$ cat src/rtl/mem_wb_stage.sv
// Purpose : Memory->Write-back stage. Buffers completed instructions in a skid FIFO and
//           drives the register-file write port. Also exposes the oldest pending write
//           for forwarding and counts retired instructions.
// Latency : an entry pushed into an empty FIFO appears on wb_valid one cycle later.
//           Sustains one instruction per cycle while wb_ready is held high.
// Backpr. : in_ready depends only on occupancy (no wb_ready->in_ready path), so a full
//           FIFO refuses a push even in the cycle it pops.
//
// Ports:
//   clk, reset                  rising-edge clock; asynchronous active-high reset
//   in_valid/in_ready           Memory stage handshake
//   mem_read_data, alu_result   write-back candidates; mem_to_reg picks one at push time
//   register_rt, reg_write      destination index and write enable
//   flush                       drops every queued entry and any push in the same cycle
//   wb_valid/wb_ready           register-file write handshake; wb_addr/wb_data are the payload
//   fwd_valid/fwd_reg/fwd_data  oldest pending write, for forwarding
//   retired_count               pops since reset; wraps modulo 2^CNT_W
module mem_wb_stage #(
   parameter int DATA_W = 128,
   parameter int REG_W  = 7,
   parameter int DEPTH  = 2,
   parameter int CNT_W  = 32
) (
   input  logic              clk,
   input  logic              reset,
   input  logic              in_valid,
   output logic              in_ready,
   input  logic [DATA_W-1:0] mem_read_data,
   input  logic [DATA_W-1:0] alu_result,
   input  logic [REG_W-1:0]  register_rt,
   input  logic              mem_to_reg,
   input  logic              reg_write,
   input  logic              flush,
   output logic              wb_valid,
   input  logic              wb_ready,
   output logic [REG_W-1:0]  wb_addr,
   output logic [DATA_W-1:0] wb_data,
   output logic              fwd_valid,
   output logic [REG_W-1:0]  fwd_reg,
   output logic [DATA_W-1:0] fwd_data,
   output logic [CNT_W-1:0]  retired_count
);

   localparam int PTR_W = $clog2(DEPTH);
   localparam int OCC_W = PTR_W + 1;
   localparam logic [OCC_W-1:0] OCC_FULL = OCC_W'(DEPTH);

   logic [REG_W-1:0]  ent_addr [DEPTH];
   logic [DATA_W-1:0] ent_data [DEPTH];
   logic [DEPTH-1:0]  ent_we;

   logic [PTR_W-1:0]  rd_ptr;
   logic [PTR_W-1:0]  wr_ptr;
   logic [OCC_W-1:0]  occ;

   logic              empty;
   logic              head_we;
   logic              push;
   logic              pop;

   assign empty   = (occ == '0);
   assign head_we = ent_we[rd_ptr];

   // Outputs are gated by reset so they fall the moment reset asserts,
   // without waiting for the flops to clear.
   assign in_ready  = !reset && (occ < OCC_FULL);
   assign wb_valid  = !reset && !empty && head_we;
   assign wb_addr   = reset ? '0 : ent_addr[rd_ptr];
   assign wb_data   = reset ? '0 : ent_data[rd_ptr];
   assign fwd_valid = wb_valid;
   assign fwd_reg   = wb_addr;
   assign fwd_data  = wb_data;

   assign push = in_valid && in_ready && !flush;
   // A non-writing head needs no register-file slot and leaves immediately.
   assign pop  = !reset && !empty && (head_we ? wb_ready : 1'b1);

   always_ff @(posedge clk or posedge reset) begin
      if (reset) begin
         rd_ptr        <= '0;
         wr_ptr        <= '0;
         occ           <= '0;
         retired_count <= '0;
         ent_we        <= '0;
         for (int i = 0; i < DEPTH; i++) begin
            ent_addr[i] <= '0;
            ent_data[i] <= '0;
         end
      end else begin
         // A write accepted in a flush cycle still completes, so it is counted.
         if (pop) begin
            retired_count <= retired_count + CNT_W'(1);
         end

         if (flush) begin
            rd_ptr <= '0;
            wr_ptr <= '0;
            occ    <= '0;
         end else begin
            if (push) begin
               ent_addr[wr_ptr] <= register_rt;
               ent_data[wr_ptr] <= mem_to_reg ? mem_read_data : alu_result;
               ent_we[wr_ptr]   <= reg_write;
               wr_ptr           <= wr_ptr + PTR_W'(1);
            end
            if (pop) begin
               rd_ptr <= rd_ptr + PTR_W'(1);
            end
            case ({push, pop})
               2'b10:   occ <= occ + OCC_W'(1);
               2'b01:   occ <= occ - OCC_W'(1);
               default: occ <= occ;
            endcase
         end
      end
   end

endmodule

$ cat config.mk
export PLATFORM = sky130hd
export DESIGN_NAME = mem_wb_stage
export DESIGN_NICKNAME = d
export VERILOG_FILES = /design/src/rtl/mem_wb_stage.sv
export SDC_FILE = /design/constraint.sdc
export NUM_CORES = 1
export LEC_CHECK = 0
export CORE_UTILIZATION = 30
export DETAILED_ROUTE_END_ITERATION = 8
export PLACE_DENSITY = 0.61
export SETUP_SLACK_MARGIN = 0.3
export SYNTH_ARGS = -nofsm -noshare
export SYNTH_HDL_FRONTEND = slang
export SYNTH_SLANG_ARGS = --single-unit
$ cat constraint.sdc
create_clock -name clk -period 25.6 [get_ports clk]
set_clock_uncertainty 0.15 [all_clocks]
set_input_delay 2.56 -clock clk [delete_from_list [all_inputs] [get_ports clk]]
set_output_delay 2.56 -clock clk [all_outputs]
set_load 0.02 [all_outputs]
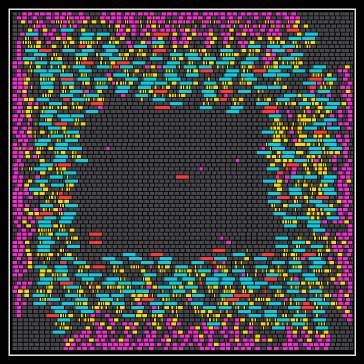
(placement by cell class)
Scale: 1.5 px per um. Fill, decap, tap and diode cells in grey.
| colour | class | cells | share of their area |
|---|---|---|---|
| magenta | other buffers and delay cells | 591 | 28% |
| yellow | all other logic | 1037 | 30% |
| red | clock drivers and dummy loads | 63 | 5.8% |
| cyan | flip-flops | 308 | 36% |

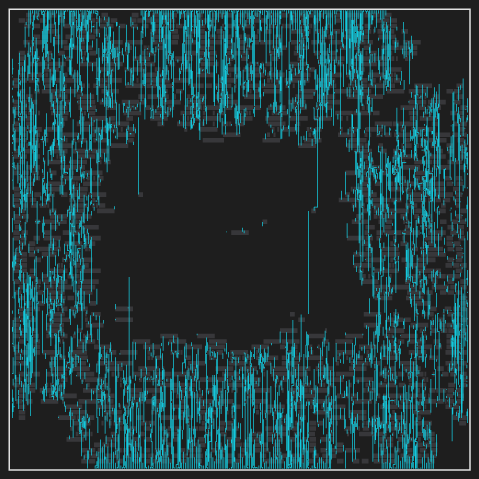
(signal wires on met2)
Scale: 2 px per um. Cells faint in the background.
longest straight run: 71.6 um
nets with wire on the layer: 1919

==> flow.log <==
[metrics] run summary
[metrics] outcome: finished clean
[metrics] met1 Track Usage GR: 20.8%
[metrics] critical setup path kind: input pin to output port
[metrics] Tool Warnings: 28
[metrics] number of antenna violations at the first check in global routing: 0
[metrics] summed standard-cell area reported by yosys: roughly 16000 sq um
[metrics] diodes inserted: 0
[metrics] area leader, netlist: sky130_fd_sc_hd__dfrtp_1
[metrics] setup repair after global routing missed its margin: no
[metrics] DRC violations left: 0
[metrics] combinational power share: about 30%
[metrics] syn nets: about 1900
[metrics] critical path fanouts, max: between 70 and 80
[metrics] internal power summed over all cells: 1.16 mW
[metrics] post-CTS setup repair buffer count: 0
[metrics] hold slack final: about 320 ps
[metrics] Final Total Pwr: around 1.7 mW
[metrics] clock root buffer master: sky130_fd_sc_hd__clkbuf_16
[metrics] Cell Pwr Density: 76.1 nW/um^2
[metrics] well-tap cell count: 680
[metrics] Die Span X: 230 um
[metrics] number of cells on the worst reg-to-reg path: 6
[metrics] number of cell instances after yosys synthesis: about 1600
[metrics] fin cells: approximately 2700
[metrics] post-placement setup slack: approximately 18000 ps
[metrics] Async S/R FF share, synth: 100%
[metrics] initial DRC count: between 700 and 800
[metrics] met3 usage in global routing: 2.80%
[metrics] post-route met1 wirelength: approximately 19000 um
[metrics] dominant cells by area after synthesis: sky130_fd_sc_hd__dfrtp_1, sky130_fd_sc_hd__mux2i_1, sky130_fd_sc_hd__buf_4, sky130_fd_sc_hd__nor2_1, sky130_fd_sc_hd__o21ai_0
[metrics] Die Size: approximately 53000 sq um
[metrics] Top Layer Used: met4
[metrics] sort of element at the end of the critical path: output port
[metrics] Top cell excl fill/tap: sky130_fd_sc_hd__clkdlybuf4s50_1
[metrics] row count: a little over 80
[metrics] FF-to-FF setup slack: around 23000 ps
[metrics] worst reg2reg path startpoint: occ[1]
[metrics] DR WL/cell: 16.3 um
[metrics] number of storage elements in the synthesis netlist: between 300 and 400
[metrics] post-detailed-placement cell area: 20800 sq um
[metrics] library cell with the highest instance count after synthesis: sky130_fd_sc_hd__dfrtp_1
[metrics] Worst IR Drop VDD: around 0.043 mV
[metrics] worst slew pin tran: around 1000 ps
[metrics] proportion of layout cells with a drive suffix above 1: 5.35%
[metrics] maximum clock rate: approximately 130 MHz
[metrics] CTS sink count: a little over 300
[metrics] dominant register cell in the synthesized netlist: sky130_fd_sc_hd__dfrtp_1
[metrics] power in sequential cells: 0.659 mW
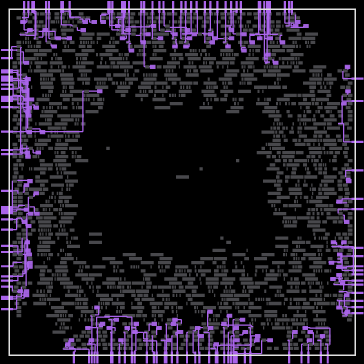
(I/O nets highlighted)
Scale: 1.5 px per um.
| colour | port | direction | edge | end cells | buffers | wire |
|---|---|---|---|---|---|---|
| purple | alu_result | input | 42 top, 37 bottom, 32 left, 17 right | 128 | 128 | 3000 um |
I/O pin count: 575
Port Buffers: 574

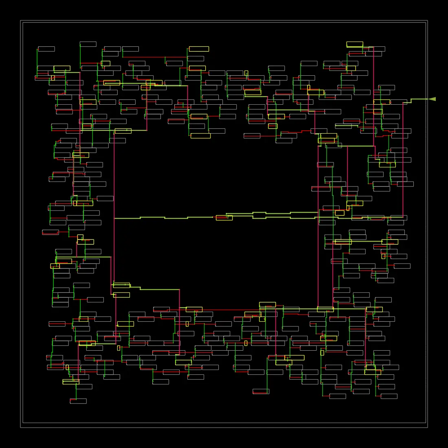
(the clock network)
count of flip-flops and latches: 308
power in the clock group: 0.522 mW
number of clock buffer instances in the layout: 53

## kinds of logic after synthesis
logic type,Yosys count,share of synthesized area (%)
AOI/OAI and AO/OA,266,8.68
muxes,282,18.3
DFF,308,49.6
xor gates and xnor gates,33,1.86
and+or+nand+nor,454,11.9
buffers and inverters,241,9.58
adders and majority gates,1,0.0805
## critical path: stages
cell and delay (ps):
sky130_fd_sc_hd__buf_4 120, sky130_fd_sc_hd__buf_4 660, sky130_fd_sc_hd__buf_4 700, sky130_fd_sc_hd__nor2_1 230, sky130_fd_sc_hd__clkdlybuf4s50_1 600
## sequential cells by signal (all words and copies together) (netlist names)
register / cells
ent_data: 256
retired_count: 32
ent_addr: 14
ent_we: 2
occ: 2
rd_ptr: 1
wr_ptr: 1
Power is estimated from default activity; no workload was simulated.
